<file path="config.mk">
export PLATFORM = sky130hd
export DESIGN_NAME = inst_loader_flat
export DESIGN_NICKNAME = d
export VERILOG_FILES = /design/src/rtl/inst_loader_if.sv /design/src/rtl/inst_loader.sv /design/src/flat_wrapper.sv
export SDC_FILE = /design/constraint.sdc
export NUM_CORES = 1
export LEC_CHECK = 0
export CORE_MARGIN = 10
export CORE_UTILIZATION = 40
export CTS_CLUSTER_SIZE = 16
export DETAILED_ROUTE_END_ITERATION = 8
export HOLD_SLACK_MARGIN = 0.03
export PLACE_DENSITY = 0.72
export SETUP_SLACK_MARGIN = 0.1
export SLEW_MARGIN = 20
export SYNTH_ARGS = -nofsm -noshare
export SYNTH_HDL_FRONTEND = slang
export SYNTH_SLANG_ARGS = --single-unit
export TNS_END_PERCENT = 1
</file>
<file path="constraint.sdc">
create_clock -name i_clk -period 1.31 [get_ports i_clk]
set_input_delay 0.262 -clock i_clk [delete_from_list [all_inputs] [get_ports i_clk]]
set_output_delay 0.262 -clock i_clk [all_outputs]
set_load 0.05 [all_outputs]
</file>
<file path="src/rtl/inst_loader_if.sv">
// Bundles the user-facing loader signals: button, switch byte and the idle qualifier
// into the loader, and the assembled instruction plus status back out to
// fsm_control and the datapath.
interface inst_loader_if;
  logic        btn_raw;
  logic [7:0]  data_in;
  logic        fsm_idle;
  logic [15:0] inst;
  logic [3:0]  opcode;
  logic        inst_done;
  logic        btn_edge;
  logic [1:0]  load_cnt;

  // Loader side: consumes button/data/idle, produces instruction and status.
  modport slave (
    input  btn_raw, data_in, fsm_idle,
    output inst, opcode, inst_done, btn_edge, load_cnt
  );

  // Driver side: user switches / control FSM.
  modport master (
    output btn_raw, data_in, fsm_idle,
    input  inst, opcode, inst_done, btn_edge, load_cnt
  );
endinterface

</file>
<file path="src/rtl/inst_loader.sv">
// inst_loader: front end of the bit-serial CPU.
// Synchronizes and debounces the push-button, turns each accepted press into a
// one-cycle btn_edge pulse, and assembles a 16-bit instruction from two byte
// loads (press 1 = high byte, press 2 = low byte, press 3 = execute).
// The load state advances at the end of the btn_edge cycle, so during that pulse
// fsm_control still sees the pre-press state (inst_done=1 on the execute press).
module inst_loader #(
  parameter int DEBOUNCE_CYCLES = 16,
  parameter int INST_W          = 16
) (
  input  logic          i_clk,
  input  logic          i_rst_n,
  inst_loader_if.slave  io_bus
);

  localparam int                CNT_W   = (DEBOUNCE_CYCLES > 1) ? $clog2(DEBOUNCE_CYCLES) : 1;
  localparam logic [CNT_W-1:0]  CNT_MAX = CNT_W'(DEBOUNCE_CYCLES - 1);

  typedef enum logic [1:0] {
    S_EMPTY = 2'd0,
    S_HALF  = 2'd1,
    S_FULL  = 2'd2
  } state_t;

  logic              r_sync1;
  logic              r_sync2;
  logic              r_deb;
  logic              r_deb_prev;
  logic [CNT_W-1:0]  r_cnt;
  logic              r_btn_edge;
  state_t            r_state;
  logic [INST_W-1:0] r_inst;

  state_t            w_state_nxt;
  logic [INST_W-1:0] w_inst_nxt;
  logic              w_press;
  logic              w_accept;

  // Two-flop synchronizer for the asynchronous button level.
  always_ff @(posedge i_clk) begin
    if (!i_rst_n) begin
      r_sync1 <= 1'b0;
      r_sync2 <= 1'b0;
    end else begin
      r_sync1 <= io_bus.btn_raw;
      r_sync2 <= r_sync1;
    end
  end

  // Debounce: the level changes only after DEBOUNCE_CYCLES consecutive disagreeing samples.
  always_ff @(posedge i_clk) begin
    if (!i_rst_n) begin
      r_cnt      <= '0;
      r_deb      <= 1'b0;
      r_deb_prev <= 1'b0;
    end else begin
      r_deb_prev <= r_deb;
      if (r_sync2 == r_deb) begin
        r_cnt <= '0;
      end else if (r_cnt == CNT_MAX) begin
        r_deb <= r_sync2;
        r_cnt <= '0;
      end else begin
        r_cnt <= r_cnt + CNT_W'(1);
      end
    end
  end

  // A press is the debounced rise; it only counts while fsm_control is idle.
  assign w_press  = r_deb & ~r_deb_prev;
  assign w_accept = w_press & io_bus.fsm_idle;

  // Next-state and instruction assembly, taken at the end of the btn_edge cycle.
  always_comb begin
    w_state_nxt = r_state;
    w_inst_nxt  = r_inst;
    if (r_btn_edge) begin
      case (r_state)
        S_EMPTY: begin
          w_state_nxt = S_HALF;
          w_inst_nxt  = {io_bus.data_in, r_inst[7:0]};
        end
        S_HALF: begin
          w_state_nxt = S_FULL;
          w_inst_nxt  = {r_inst[INST_W-1:8], io_bus.data_in};
        end
        S_FULL: begin
          w_state_nxt = S_EMPTY;
          w_inst_nxt  = r_inst;
        end
        default: begin
          w_state_nxt = S_EMPTY;
          w_inst_nxt  = r_inst;
        end
      endcase
    end else begin
      w_state_nxt = r_state;
      w_inst_nxt  = r_inst;
    end
  end

  // State, instruction and press-pulse registers.
  always_ff @(posedge i_clk) begin
    if (!i_rst_n) begin
      r_state    <= S_EMPTY;
      r_inst     <= '0;
      r_btn_edge <= 1'b0;
    end else begin
      r_state    <= w_state_nxt;
      r_inst     <= w_inst_nxt;
      r_btn_edge <= w_accept;
    end
  end

  assign io_bus.inst      = r_inst;
  assign io_bus.opcode    = r_inst[INST_W-1 -: 4];
  assign io_bus.inst_done = (r_state == S_FULL);
  assign io_bus.btn_edge  = r_btn_edge;
  assign io_bus.load_cnt  = r_state;

endmodule

</file>
<file path="src/flat_wrapper.sv">
// flat-port wrapper written by rule: the top's interface ports become plain ports
module inst_loader_flat 
#(
  parameter int DEBOUNCE_CYCLES = 16,
  parameter int INST_W          = 16
)
  (i_clk, i_rst_n, io_bus_btn_raw, io_bus_data_in, io_bus_fsm_idle, io_bus_inst, io_bus_opcode, io_bus_inst_done, io_bus_btn_edge, io_bus_load_cnt);
  inst_loader_if io_bus_i ();
  input  logic i_clk;
  input  logic i_rst_n;
  input wire logic [$bits(io_bus_i.btn_raw)-1:0] io_bus_btn_raw;
  input wire logic [$bits(io_bus_i.data_in)-1:0] io_bus_data_in;
  input wire logic [$bits(io_bus_i.fsm_idle)-1:0] io_bus_fsm_idle;
  output wire logic [$bits(io_bus_i.inst)-1:0] io_bus_inst;
  output wire logic [$bits(io_bus_i.opcode)-1:0] io_bus_opcode;
  output wire logic [$bits(io_bus_i.inst_done)-1:0] io_bus_inst_done;
  output wire logic [$bits(io_bus_i.btn_edge)-1:0] io_bus_btn_edge;
  output wire logic [$bits(io_bus_i.load_cnt)-1:0] io_bus_load_cnt;
  assign io_bus_i.btn_raw = io_bus_btn_raw;
  assign io_bus_i.data_in = io_bus_data_in;
  assign io_bus_i.fsm_idle = io_bus_fsm_idle;
  assign io_bus_inst = io_bus_i.inst;
  assign io_bus_opcode = io_bus_i.opcode;
  assign io_bus_inst_done = io_bus_i.inst_done;
  assign io_bus_btn_edge = io_bus_i.btn_edge;
  assign io_bus_load_cnt = io_bus_i.load_cnt;
  inst_loader #(.DEBOUNCE_CYCLES(DEBOUNCE_CYCLES), .INST_W(INST_W)) u_core (.i_clk(i_clk), .i_rst_n(i_rst_n), .io_bus(io_bus_i));
endmodule
</file>
==> notes.md <==
yosys + openroad results -> status=finished with violations, failing checks=setup timing, Worst Setup SP=u_core.io_bus.load_cnt[0], min-delay worst type=reg -> reg, nonclk buf count=41, number of setup buffers added after CTS=2, multi-input gate share of total cell area=0.257, Ports=36, Crit Path Class=reg -> out, clock share of power=0.285, worst setup slack after placement=56.9 ps, FFs w/ async S/R, synth=0, die area=0.00501 mm², # clock sinks=27, Synth mux share=0.165, main logic family after synthesis=simple AND/OR/NAND/NOR gates, most frequent logic cell in the layout=buf_12, peak supply drop=0.581 mV, worst-case reg-to-reg path depth=5, Area Growth Syn to Fin=66.2%, slowest CP cell=dfxtp_4, endpoints failing setup=1, P_sw=0.000261 W, met1 usage=0.0846, Flop Count=27, CP startpoint kind=flip-flop, P_clk=0.000354 W, met2 routed WL=1340 µm, Buf/Inv on CP=1, top cells by count, synth=27 x dfxtp_1, 17 x mux2i_1, 17 x nor2b_1, drt first pass iters=4, Synth Net Count=105, register area=554 µm², clk cell area share=0.0160, Fill cells=187, Top cells by area=dfxtp_1 52%, mux2i_1 16%, nor2b_1 10%, reg-to-reg setup timing slack=50 ps, Seq area share=0.323, hpwl dp=1900 µm, row cnt=18, Yosys cell types=20, Total Power=0.00124 W, Final TNS setup=-10.1 ps, yosys simple share=0.201, initial antenna violation count=0, clkbuf count=3, fin crit period=1320 ps, Area-dominant class=buffers, Top Layout Cells=25 x buf_12, 20 x dfxtp_1, 17 x nor2b_1, met3 routed WL=163 µm, Synth top cell by count=dfxtp_1, Num CTS Buffers=3, RSZ-0062 raised after global routing=true, Clock Path Buffers=2, Area leader share=0.524, grt met3 use=0.0335, Iteration-0 DRC Markers=21, post-CTS sizing=7, sequential cell power=0.000822 W, hold path endpoint=u_core.r_sync2, yosys cell count=92, Arr. time, crit path=1060 ps, setup ws final=-10.1 ps, CTS tree=built, Max Cap Viol=0, Clk Latency, worst-skew pair=320 ps, Tcrit/Tclk final=1.01, combinational power=0.0000631 W, CP cell instances=and2b_2, buf_12, Log Warnings=29, cell area after layout=0.00172 mm², adder share=0.0121, Remaining Overflow, GRT=0, internal power=0.000979 W, ys flop type=dfxtp_1, post-route ant nets=0, Worst Setup EP=io_bus_inst_done, multi-input gates=56, busiest metal layer after global routing=met2, Top pwr grp=registers, fp util=0.417, Synth flops=27, placed insts=153, DRC violations left=0, logic area=440 µm²
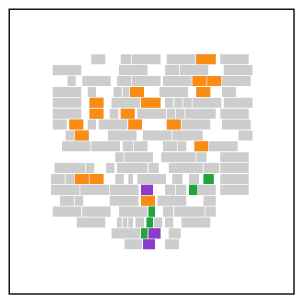
logic_types.png
Drawn at 4 px/µm.
Key: XOR/XNOR gates = purple [cells 3, most used xor2_1]; NAND gates = green [cells 5, most used nand3_1]; multiplexers = orange [cells 17, most used mux2i_1]

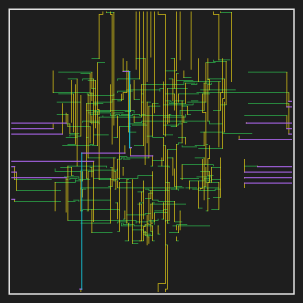
wires.png
Drawn at 4 px/µm.
Key: metal 2 = yellow [wire length 1,340 µm]; metal 1 = green [wire length 836 µm]; metal 3 = purple [wire length 163 µm]; metal 4 = cyan [wire length 53.0 µm]
total track usage: 0.0970
DR vias: 745
routed len/inst: 15.0 µm
final wirelength: 2390 µm

Power and IR drop assume default switching activity.
